Fig. 1: run 1, PDN straps and rails
The bar under the picture is 20 µm long. Pins as bars on the die edge.
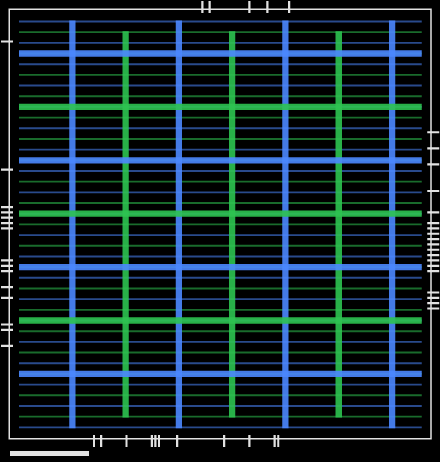
Fig. 2: run 1, local utilization
The bar under the picture is 20 µm long. 11 x 11 tiles, from black (low) to pale yellow (high), 0 to 100% covered.
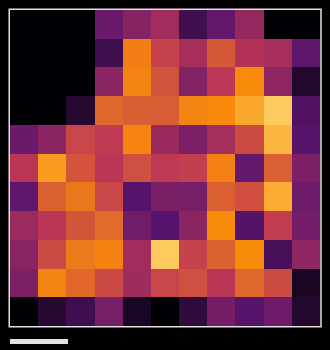
Fig. 3: run 1, track usage over the die
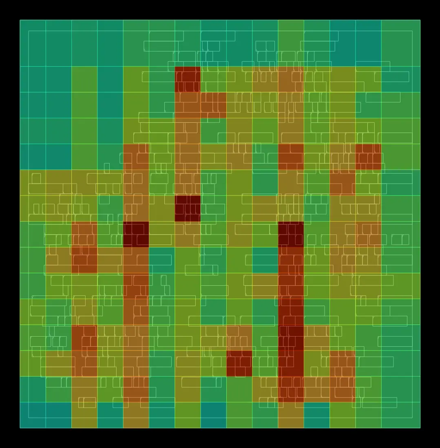
Fig. 4: run 1, placement by cell class
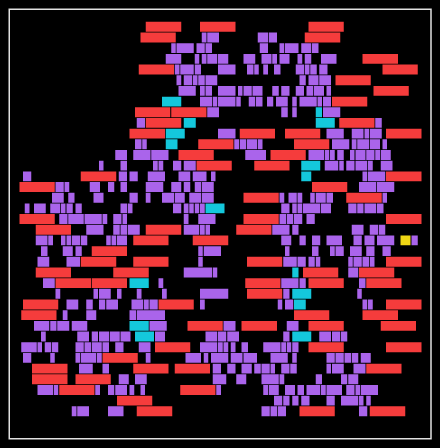
--- config.mk ---
export PLATFORM = sky130hd
export DESIGN_NAME = request_tracker_flat
export DESIGN_NICKNAME = d
export VERILOG_FILES = /design/src/rtl/request_tracker_if.sv /design/src/rtl/request_tracker.sv /design/src/flat_wrapper.sv
export SDC_FILE = /design/constraint.sdc
export NUM_CORES = 1
export LEC_CHECK = 0
export CORE_AREA = 2 2 105 107
export DETAILED_ROUTE_END_ITERATION = 8
export DIE_AREA = 0 0 107 109
export DONT_BUFFER_PORTS = 1
export SLEW_MARGIN = 20
export SYNTH_ARGS = -nofsm -noshare
export SYNTH_HDL_FRONTEND = slang
export SYNTH_SLANG_ARGS = --single-unit
--- constraint.sdc ---
create_clock -name clk -period 10.05 [get_ports clk]
set_input_delay 2.01 -clock clk [delete_from_list [all_inputs] [get_ports clk]]
set_output_delay 2.01 -clock clk [all_outputs]
set_load 0.01 [all_outputs]
--- src/rtl/request_tracker_if.sv ---
// Handshake bundle for request_tracker: per-channel strobes in, status and pulses out.
interface request_tracker_if #(
  parameter int NUM_CH = 4
);
  logic [NUM_CH-1:0] request;
  logic [NUM_CH-1:0] accept;
  logic [NUM_CH-1:0] cancel;
  logic [NUM_CH-1:0] busy;
  logic [NUM_CH-1:0] busy_start;
  logic [NUM_CH-1:0] early_accept;
  logic [NUM_CH-1:0] stray_accept;
  logic [NUM_CH-1:0] timeout;
  logic [15:0]       accepted_count;

  modport master (
    output request, accept, cancel,
    input  busy, busy_start, early_accept, stray_accept, timeout, accepted_count
  );

  modport slave (
    input  request, accept, cancel,
    output busy, busy_start, early_accept, stray_accept, timeout, accepted_count
  );
endinterface

--- src/rtl/request_tracker.sv ---
// Per-channel request/accept tracker with early/stray/timeout flags and a
// saturating global count of accepted requests.
//
// state   | meaning
// --------+---------------------------------------------------------------
// ST_IDLE | no pending request; accept here is stray, cancel ignored
// ST_WAIT | request pending; wait counter runs 1..TIMEOUT
// ST_BUSY | accepted; busy held for BUSY_LEN cycles via down-counter
module request_tracker #(
  parameter int NUM_CH    = 4,
  parameter int MIN_DELAY = 4,
  parameter int TIMEOUT   = 16,
  parameter int BUSY_LEN  = 8
) (
  input logic             clk,
  input logic             rst,
  request_tracker_if.slave bus
);

  localparam int WW = $clog2(TIMEOUT + 1);
  localparam int BW = $clog2(BUSY_LEN + 1);

  typedef enum logic [1:0] {
    ST_IDLE = 2'd0,
    ST_WAIT = 2'd1,
    ST_BUSY = 2'd2
  } state_e;

  logic [NUM_CH-1:0][1:0]    state_q, state_d;
  logic [NUM_CH-1:0][WW-1:0] wait_q, wait_d;
  logic [NUM_CH-1:0][BW-1:0] bcnt_q, bcnt_d;
  logic [NUM_CH-1:0]         busy_q, busy_d;
  logic [NUM_CH-1:0]         start_q, start_d;
  logic [NUM_CH-1:0]         early_q, early_d;
  logic [NUM_CH-1:0]         stray_q, stray_d;
  logic [NUM_CH-1:0]         tmo_q, tmo_d;
  logic [NUM_CH-1:0]         take;
  logic [15:0]               count_q, count_d;
  logic [16:0]               count_sum;

  // State, counters and registered outputs; async reset clears everything at once.
  always_ff @(posedge clk or posedge rst) begin
    if (rst) begin
      state_q <= '0;
      wait_q  <= '0;
      bcnt_q  <= '0;
      busy_q  <= '0;
      start_q <= '0;
      early_q <= '0;
      stray_q <= '0;
      tmo_q   <= '0;
      count_q <= '0;
    end else begin
      state_q <= state_d;
      wait_q  <= wait_d;
      bcnt_q  <= bcnt_d;
      busy_q  <= busy_d;
      start_q <= start_d;
      early_q <= early_d;
      stray_q <= stray_d;
      tmo_q   <= tmo_d;
      count_q <= count_d;
    end
  end

  // Per-channel next-state logic; in WAIT cancel beats accept beats timeout.
  always_comb begin
    state_d = state_q;
    wait_d  = wait_q;
    bcnt_d  = bcnt_q;
    busy_d  = '0;
    start_d = '0;
    early_d = '0;
    stray_d = '0;
    tmo_d   = '0;
    take    = '0;
    for (int ch = 0; ch < NUM_CH; ch++) begin
      case (state_e'(state_q[ch]))
        ST_IDLE: begin
          if (bus.accept[ch]) stray_d[ch] = 1'b1;
          if (bus.request[ch]) begin
            state_d[ch] = 2'(ST_WAIT);
            wait_d[ch]  = WW'(1);
          end
        end
        ST_WAIT: begin
          if (bus.cancel[ch]) begin
            state_d[ch] = 2'(ST_IDLE);
            wait_d[ch]  = '0;
          end else if (bus.accept[ch]) begin
            if (wait_q[ch] <= WW'(MIN_DELAY)) begin
              early_d[ch] = 1'b1;
              wait_d[ch]  = wait_q[ch] + WW'(1);
            end else begin
              state_d[ch] = 2'(ST_BUSY);
              wait_d[ch]  = '0;
              bcnt_d[ch]  = BW'(BUSY_LEN);
              start_d[ch] = 1'b1;
              take[ch]    = 1'b1;
            end
          end else if (wait_q[ch] == WW'(TIMEOUT)) begin
            state_d[ch] = 2'(ST_IDLE);
            wait_d[ch]  = '0;
            tmo_d[ch]   = 1'b1;
          end else begin
            wait_d[ch] = wait_q[ch] + WW'(1);
          end
        end
        ST_BUSY: begin
          // Loaded with BUSY_LEN on entry; the cycle that sees 1 is the last busy one.
          if (bcnt_q[ch] == BW'(1)) begin
            state_d[ch] = 2'(ST_IDLE);
            bcnt_d[ch]  = '0;
          end else begin
            bcnt_d[ch] = bcnt_q[ch] - BW'(1);
          end
        end
        default: begin
          state_d[ch] = 2'(ST_IDLE);
          wait_d[ch]  = '0;
          bcnt_d[ch]  = '0;
        end
      endcase
      busy_d[ch] = (state_e'(state_d[ch]) == ST_BUSY);
    end
  end

  // Saturating sum of all WAIT->BUSY transitions this cycle.
  always_comb begin
    count_sum = {1'b0, count_q};
    for (int ch = 0; ch < NUM_CH; ch++) begin
      count_sum = count_sum + 17'(take[ch]);
    end
    count_d = count_sum[16] ? 16'hFFFF : count_sum[15:0];
  end

  assign bus.busy           = busy_q;
  assign bus.busy_start     = start_q;
  assign bus.early_accept   = early_q;
  assign bus.stray_accept   = stray_q;
  assign bus.timeout        = tmo_q;
  assign bus.accepted_count = count_q;

endmodule

--- src/flat_wrapper.sv ---
// flat-port wrapper written by rule: the top's interface ports become plain ports
module request_tracker_flat 
#(
  parameter int NUM_CH    = 4,
  parameter int MIN_DELAY = 4,
  parameter int TIMEOUT   = 16,
  parameter int BUSY_LEN  = 8
)
  (clk, rst, bus_request, bus_accept, bus_cancel, bus_busy, bus_busy_start, bus_early_accept, bus_stray_accept, bus_timeout, bus_accepted_count);
  request_tracker_if #(.NUM_CH(NUM_CH)) bus_i ();
  input logic clk;
  input logic rst;
  input wire logic [$bits(bus_i.request)-1:0] bus_request;
  input wire logic [$bits(bus_i.accept)-1:0] bus_accept;
  input wire logic [$bits(bus_i.cancel)-1:0] bus_cancel;
  output wire logic [$bits(bus_i.busy)-1:0] bus_busy;
  output wire logic [$bits(bus_i.busy_start)-1:0] bus_busy_start;
  output wire logic [$bits(bus_i.early_accept)-1:0] bus_early_accept;
  output wire logic [$bits(bus_i.stray_accept)-1:0] bus_stray_accept;
  output wire logic [$bits(bus_i.timeout)-1:0] bus_timeout;
  output wire logic [$bits(bus_i.accepted_count)-1:0] bus_accepted_count;
  assign bus_i.request = bus_request;
  assign bus_i.accept = bus_accept;
  assign bus_i.cancel = bus_cancel;
  assign bus_busy = bus_i.busy;
  assign bus_busy_start = bus_i.busy_start;
  assign bus_early_accept = bus_i.early_accept;
  assign bus_stray_accept = bus_i.stray_accept;
  assign bus_timeout = bus_i.timeout;
  assign bus_accepted_count = bus_i.accepted_count;
  request_tracker #(.NUM_CH(NUM_CH), .MIN_DELAY(MIN_DELAY), .TIMEOUT(TIMEOUT), .BUSY_LEN(BUSY_LEN)) u_core (.clk(clk), .rst(rst), .bus(bus_i));
endmodule
==> run summary, run 1 <==
Synthesis and place-and-route results.

- The run finished with clean final reports.
- In this run the full chip footprint comes out at 11700 µm².
- The final max-slew violation count is 0.
- The flow reports power dissipated in the clock network as 0.220 mW.
- The placement report lists the number of port buffers as 0.
- The required time reported for the critical path endpoint is 10350 ps.
- The clock tree from TritonCTS is yes.
- The total half-perimeter wirelength after legalization and detailed placement is 6.96 mm.
- Looking at the clock tree report, the maximum root-to-sink buffer count equals 2.
- The total of cells resized after clock tree synthesis is 0.
- The post-route cell area is between 4000 and 5000 µm².
- The initial antenna violation count was 0.
- The worst hold-check path type is reg -> reg.
- The register with the most flip-flops in the layout has 20 of them.
- The combinational family with the most area after synthesis is simple AND/OR/NAND/NOR gates.
- The clock network fraction of total power is 24.8%.
- In the layout the commonest cells are sky130_fd_sc_hd__dfrtp_1 (80), sky130_fd_sc_hd__inv_1 (51), sky130_fd_sc_hd__nand2_1 (35).
- The critical path's top delay family is adder cells.
- Walking the worst path, the cells encountered are nand3b_1 -> a21oi_1 -> inv_1 -> fa_1 -> fa_1 -> inv_1 -> fa_1 -> nand3_1 -> or4_4 -> or2b_1.
- Row generation in the floorplan step produced 38 rows.
- The fraction of power spent switching nets is 36.4%.
- The adder-cell share of the synthesized area is around 10%.
- The endpoint kind of the worst setup timing path is a flop.
- At floorplan, the net count of the design was reported as 523.
- Sorting the synthesized cells by how often they occur yields sky130_fd_sc_hd__dfrtp_1 (80), sky130_fd_sc_hd__inv_1 (52), sky130_fd_sc_hd__nand2_1 (35), sky130_fd_sc_hd__ha_1 (33), sky130_fd_sc_hd__a21oi_1 (31).
- TritonCTS created 9 clock buffers.
- The number of antenna diodes in the final layout is 0.
- Counting I/O delays and the setup requirement, the final critical path takes 4550 ps.
- The cell type with the highest occurrence count on the critical path is sky130_fd_sc_hd__fa_1.
- The register area is approximately 2000 µm².
- The clock buffer count in the final layout is 10.
- The cell internal power dissipation is between 0.5 and 0.6 mW.
- The multiplexer share of the synthesized area is 2.58%.
- Per report_power, the sequential group accounts for a little under half of the total.
- The cell type that accounts for the most area after synthesis is sky130_fd_sc_hd__dfrtp_1.
- The routed design shows a via density per instance of 5.53.
## Picture notes: Fig. 1
Blue stands for VSS. Green stands for VDD.
The core has 38 rows. 7 straps on met4. 39 met1 rails follow the rows.

## Picture notes: Fig. 2
12% of the tiles are nearly empty. The mean over all tiles is 41%. 5.0% of the tiles are over 75% full. The emptiest ninth of the die: north-west. The fullest tile reaches 89%.
final core utilization: 46.6%
Core Box Area: 10600 µm²

## Picture notes: Fig. 3
Routed wire per std cell: 15.1 µm
met2 GRT Util: 27.2%
global-route usage over all layers: 17.4%
met3 GRT Util: 3.89%

## Picture notes: Fig. 4
Cyan stands for clock drivers and dummy loads, cells 16. Yellow stands for other buffers and delay cells, cells 1. Purple stands for all other logic, cells 386. Red stands for flip-flops, cells 80.

Fig. 5: run 1, port wiring
The bar under the picture is 20 µm long.
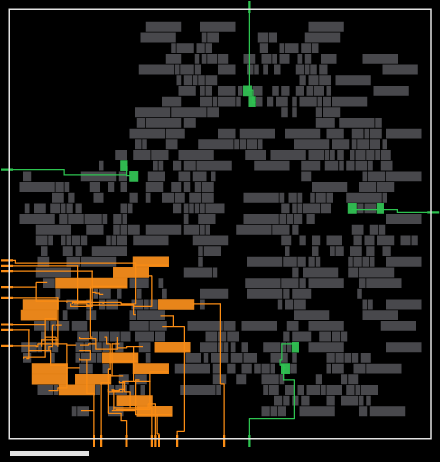

==> inputs of run 2 (changes only) <==
==> constraint.sdc (replaced) <==
create_clock -name clk -period 4.7 [get_ports clk]
set_input_delay 0.94 -clock clk [delete_from_list [all_inputs] [get_ports clk]]
set_output_delay 0.94 -clock clk [all_outputs]
set_load 0.01 [all_outputs]
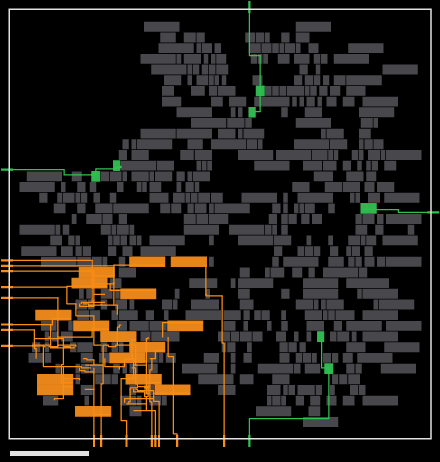
Fig. 6. Port wiring (run 2).
The bar under the picture is 20 µm long.
Orange stands for bus_accepted_count, bits 16, direction output, edge 8 south, 8 west, end cells 16, buffers 0, wire 714 µm. Green stands for bus_request, bits 4, direction input, edge 1 south, 1 west, 1 east, 1 north, end cells 8, buffers 0, wire 126 µm.
Boundary Pins: 50
IO Port Bufs: 0

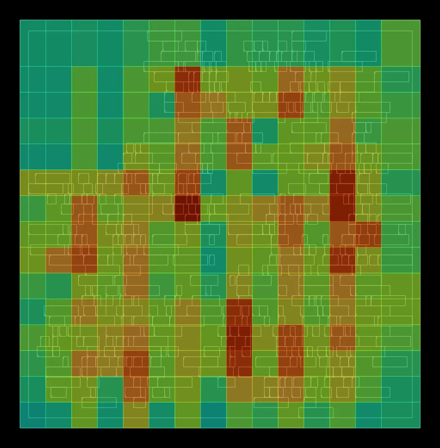
Fig. 7. Track usage over the die (run 2).
met1 GRT Util: 24.6%
met3 GRT Util: 4.24%
final core utilization: 46.8%

==> run 2 against run 1 <==
  * Worst hold slack improved by 5.2 ps
  * Synthesized area unchanged
  * Critical endpoint unchanged
  * Critical path type is now reg -> reg
  * Setup slack got worse by 4500 ps
  * Register-to-register slack worse by 5300 ps
==> run summary, run 2 <==
Synthesis and place-and-route results.

- The run finished with clean final reports.
- The sequential cell fraction of total power is 44.1%.
- The worst hold-check path type is reg -> reg.
- The cell internal power dissipation is 1.26 mW.
- The minimum clock period is around 3700 ps.
- The fraction of power spent switching nets is 35.4%.
- The dominant cell type by area after synthesis is sky130_fd_sc_hd__dfrtp_1.
- The combinational family with the most area after synthesis is simple AND/OR/NAND/NOR gates.
- Counting instances in the post-synthesis netlist gives the leading cell types as sky130_fd_sc_hd__dfrtp_1 (80), sky130_fd_sc_hd__inv_1 (52), sky130_fd_sc_hd__nand2_1 (35), sky130_fd_sc_hd__ha_1 (33), sky130_fd_sc_hd__a21oi_1 (31).
- By instance count after routing, the leading logic cell types are sky130_fd_sc_hd__dfrtp_1 (80), sky130_fd_sc_hd__inv_1 (51), sky130_fd_sc_hd__nand2_1 (35).
- The clock network burns 26.9% of the power.
- The required time reported for the critical path endpoint is approximately 5000 ps.
- For reference, the placement row count at floorplan is 38.
- The clock passes through at most 2 buffers.
- Clock buffers in the final layout number 10.
- The initial antenna violation count is 0.
- After synthesis, the share of cell area in mux cells is 2.58%.
- The report lists the number of cells resized after CTS as 0.
- The adder-cell share of the synthesized area is between 10% and 20%.
- Dividing the detail-routed wire length by the instance count gives 15.4 µm.
- The via count normalized by instance count is 5.60.
Fig. 8: run 2, placement by cell class
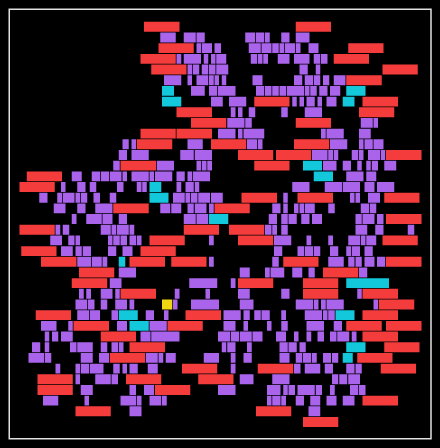

==> inputs of run 3 (changes only) <==
==> constraint.sdc (replaced) <==
create_clock -name clk -period 3.45 [get_ports clk]
set_input_delay 0.69 -clock clk [delete_from_list [all_inputs] [get_ports clk]]
set_output_delay 0.69 -clock clk [all_outputs]
set_load 0.01 [all_outputs]
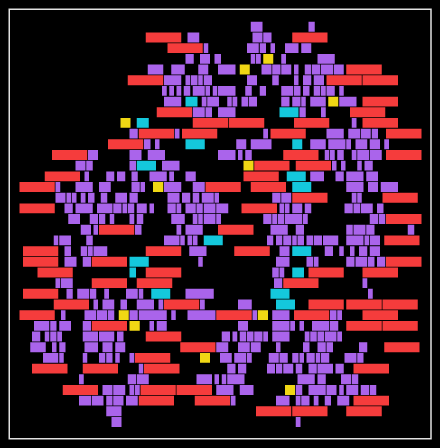
Fig. 9. Placement by cell class (run 3).
final core utilization: 47.4%
proportion of cell area occupied by registers: 39.8%
Non-Filler Cell Area, Final: 5020 µm²
placement row count: 38

==> run 3 against run 2 <==
  * Synthesized cell count unchanged
  * Register-to-register slack worse by 870 ps
  * Global-route usage down 0.68 points
  * Critical endpoint unchanged
  * Largest power group unchanged
  * Highest routed layer unchanged
==> run summary, run 3 <==
Synthesis and place-and-route results.

- The sequential cell fraction of total power is about 44%.
- The worst setup path category is reg -> reg.
- The register with the most flip-flops in the layout has 20 of them.
- In this run, the clock network consumes around a quarter of the power.
- The multiplexer share of the synthesized area is 2.58%.
- The combinational family with the most area after synthesis is simple AND/OR/NAND/NOR gates.
- For the pin with the worst max-slew slack, the measured transition is 776 ps.
- For this block, wires on met1 add up to 4.63 mm.
- The met1 track demand over resource is 24.0%.
- The worst slack at placement is between 4 and 5 ps.
- The number of routed nets with antenna violations is 0.
- The register area is 2000 µm².
- Ranking logic cells in the layout by count gives the top entries sky130_fd_sc_hd__dfrtp_1 (80), sky130_fd_sc_hd__inv_1 (51), sky130_fd_sc_hd__nand2_1 (35).
- The run finished with clean final reports.
- Static timing analysis puts the maximum clock frequency at 0.304 GHz.
- For reference, the top cells by count after synthesis are sky130_fd_sc_hd__dfrtp_1 (80), sky130_fd_sc_hd__inv_1 (52), sky130_fd_sc_hd__nand2_1 (35), sky130_fd_sc_hd__ha_1 (33), sky130_fd_sc_hd__a21oi_1 (31).
- After Yosys synthesis, full adders, half adders and majority gates account for a little over 10% of the synthesized area.
- The full die area is 11700 µm².
- The cell internal power dissipation is 1.69 mW.
- The arrival time of the worst setup path is 3580 ps.
- In this run switching power makes up around 36% of total power.
- Setup repair after global routing left no endpoint under its margin.
- The fraction of met2 tracks used by global routing is a little over a quarter.
- The pin count of the biggest net entering global routing is between 40 and 50.
- The endpoint kind of the worst setup timing path is a flop.
- The number of CTS-inserted buffers is 9.
- The count of pins on the block boundary is 50.
- TritonCTS built the clock tree.
- The number of antenna diodes is 0.
- The total half-perimeter wirelength after legalization and detailed placement is just over 7 mm.
- After synthesis, the share of flip-flops with an asynchronous set or reset is 100%.
- The required time reported for the critical path endpoint is 3740 ps.
- The number of buffers on the longest clock path is 2.
- STA reports the tightest min-delay check as being of type in -> async.
- Max-slew check failures listed in the final report amount to 0.
- The via count normalized by instance count is 5.51.
- The number of buffers added on ports is 0.
- Clock buffers in the final layout number 11.
- Sequential cells placed in the final layout were counted as 80.
- The number of H-tree branching levels is 3.
- Per STA, the worst path accumulates the most delay in the family adder cells.
- The report lists the cells along the critical path as inv_1 -> ha_1 -> nand2b_1 -> a21oi_2 -> inv_1 -> fa_1 -> fa_1 -> inv_1 -> fa_1 -> nand3_1 -> or4_4 -> or2b_1.
- The synthesized netlist has a Yosys-reported chip area of 4610 µm².
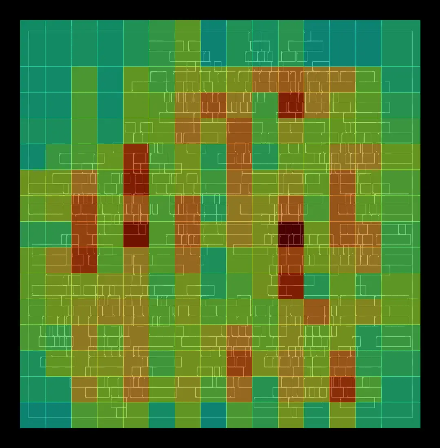
Fig. 10. Track usage over the die (run 3).
Routed wire per std cell: 14.8 µm
met3 GRT Util: 4.36%
global-route usage over all layers: 17.2%

No activity file was given, so power comes from the tool's default toggle rates.
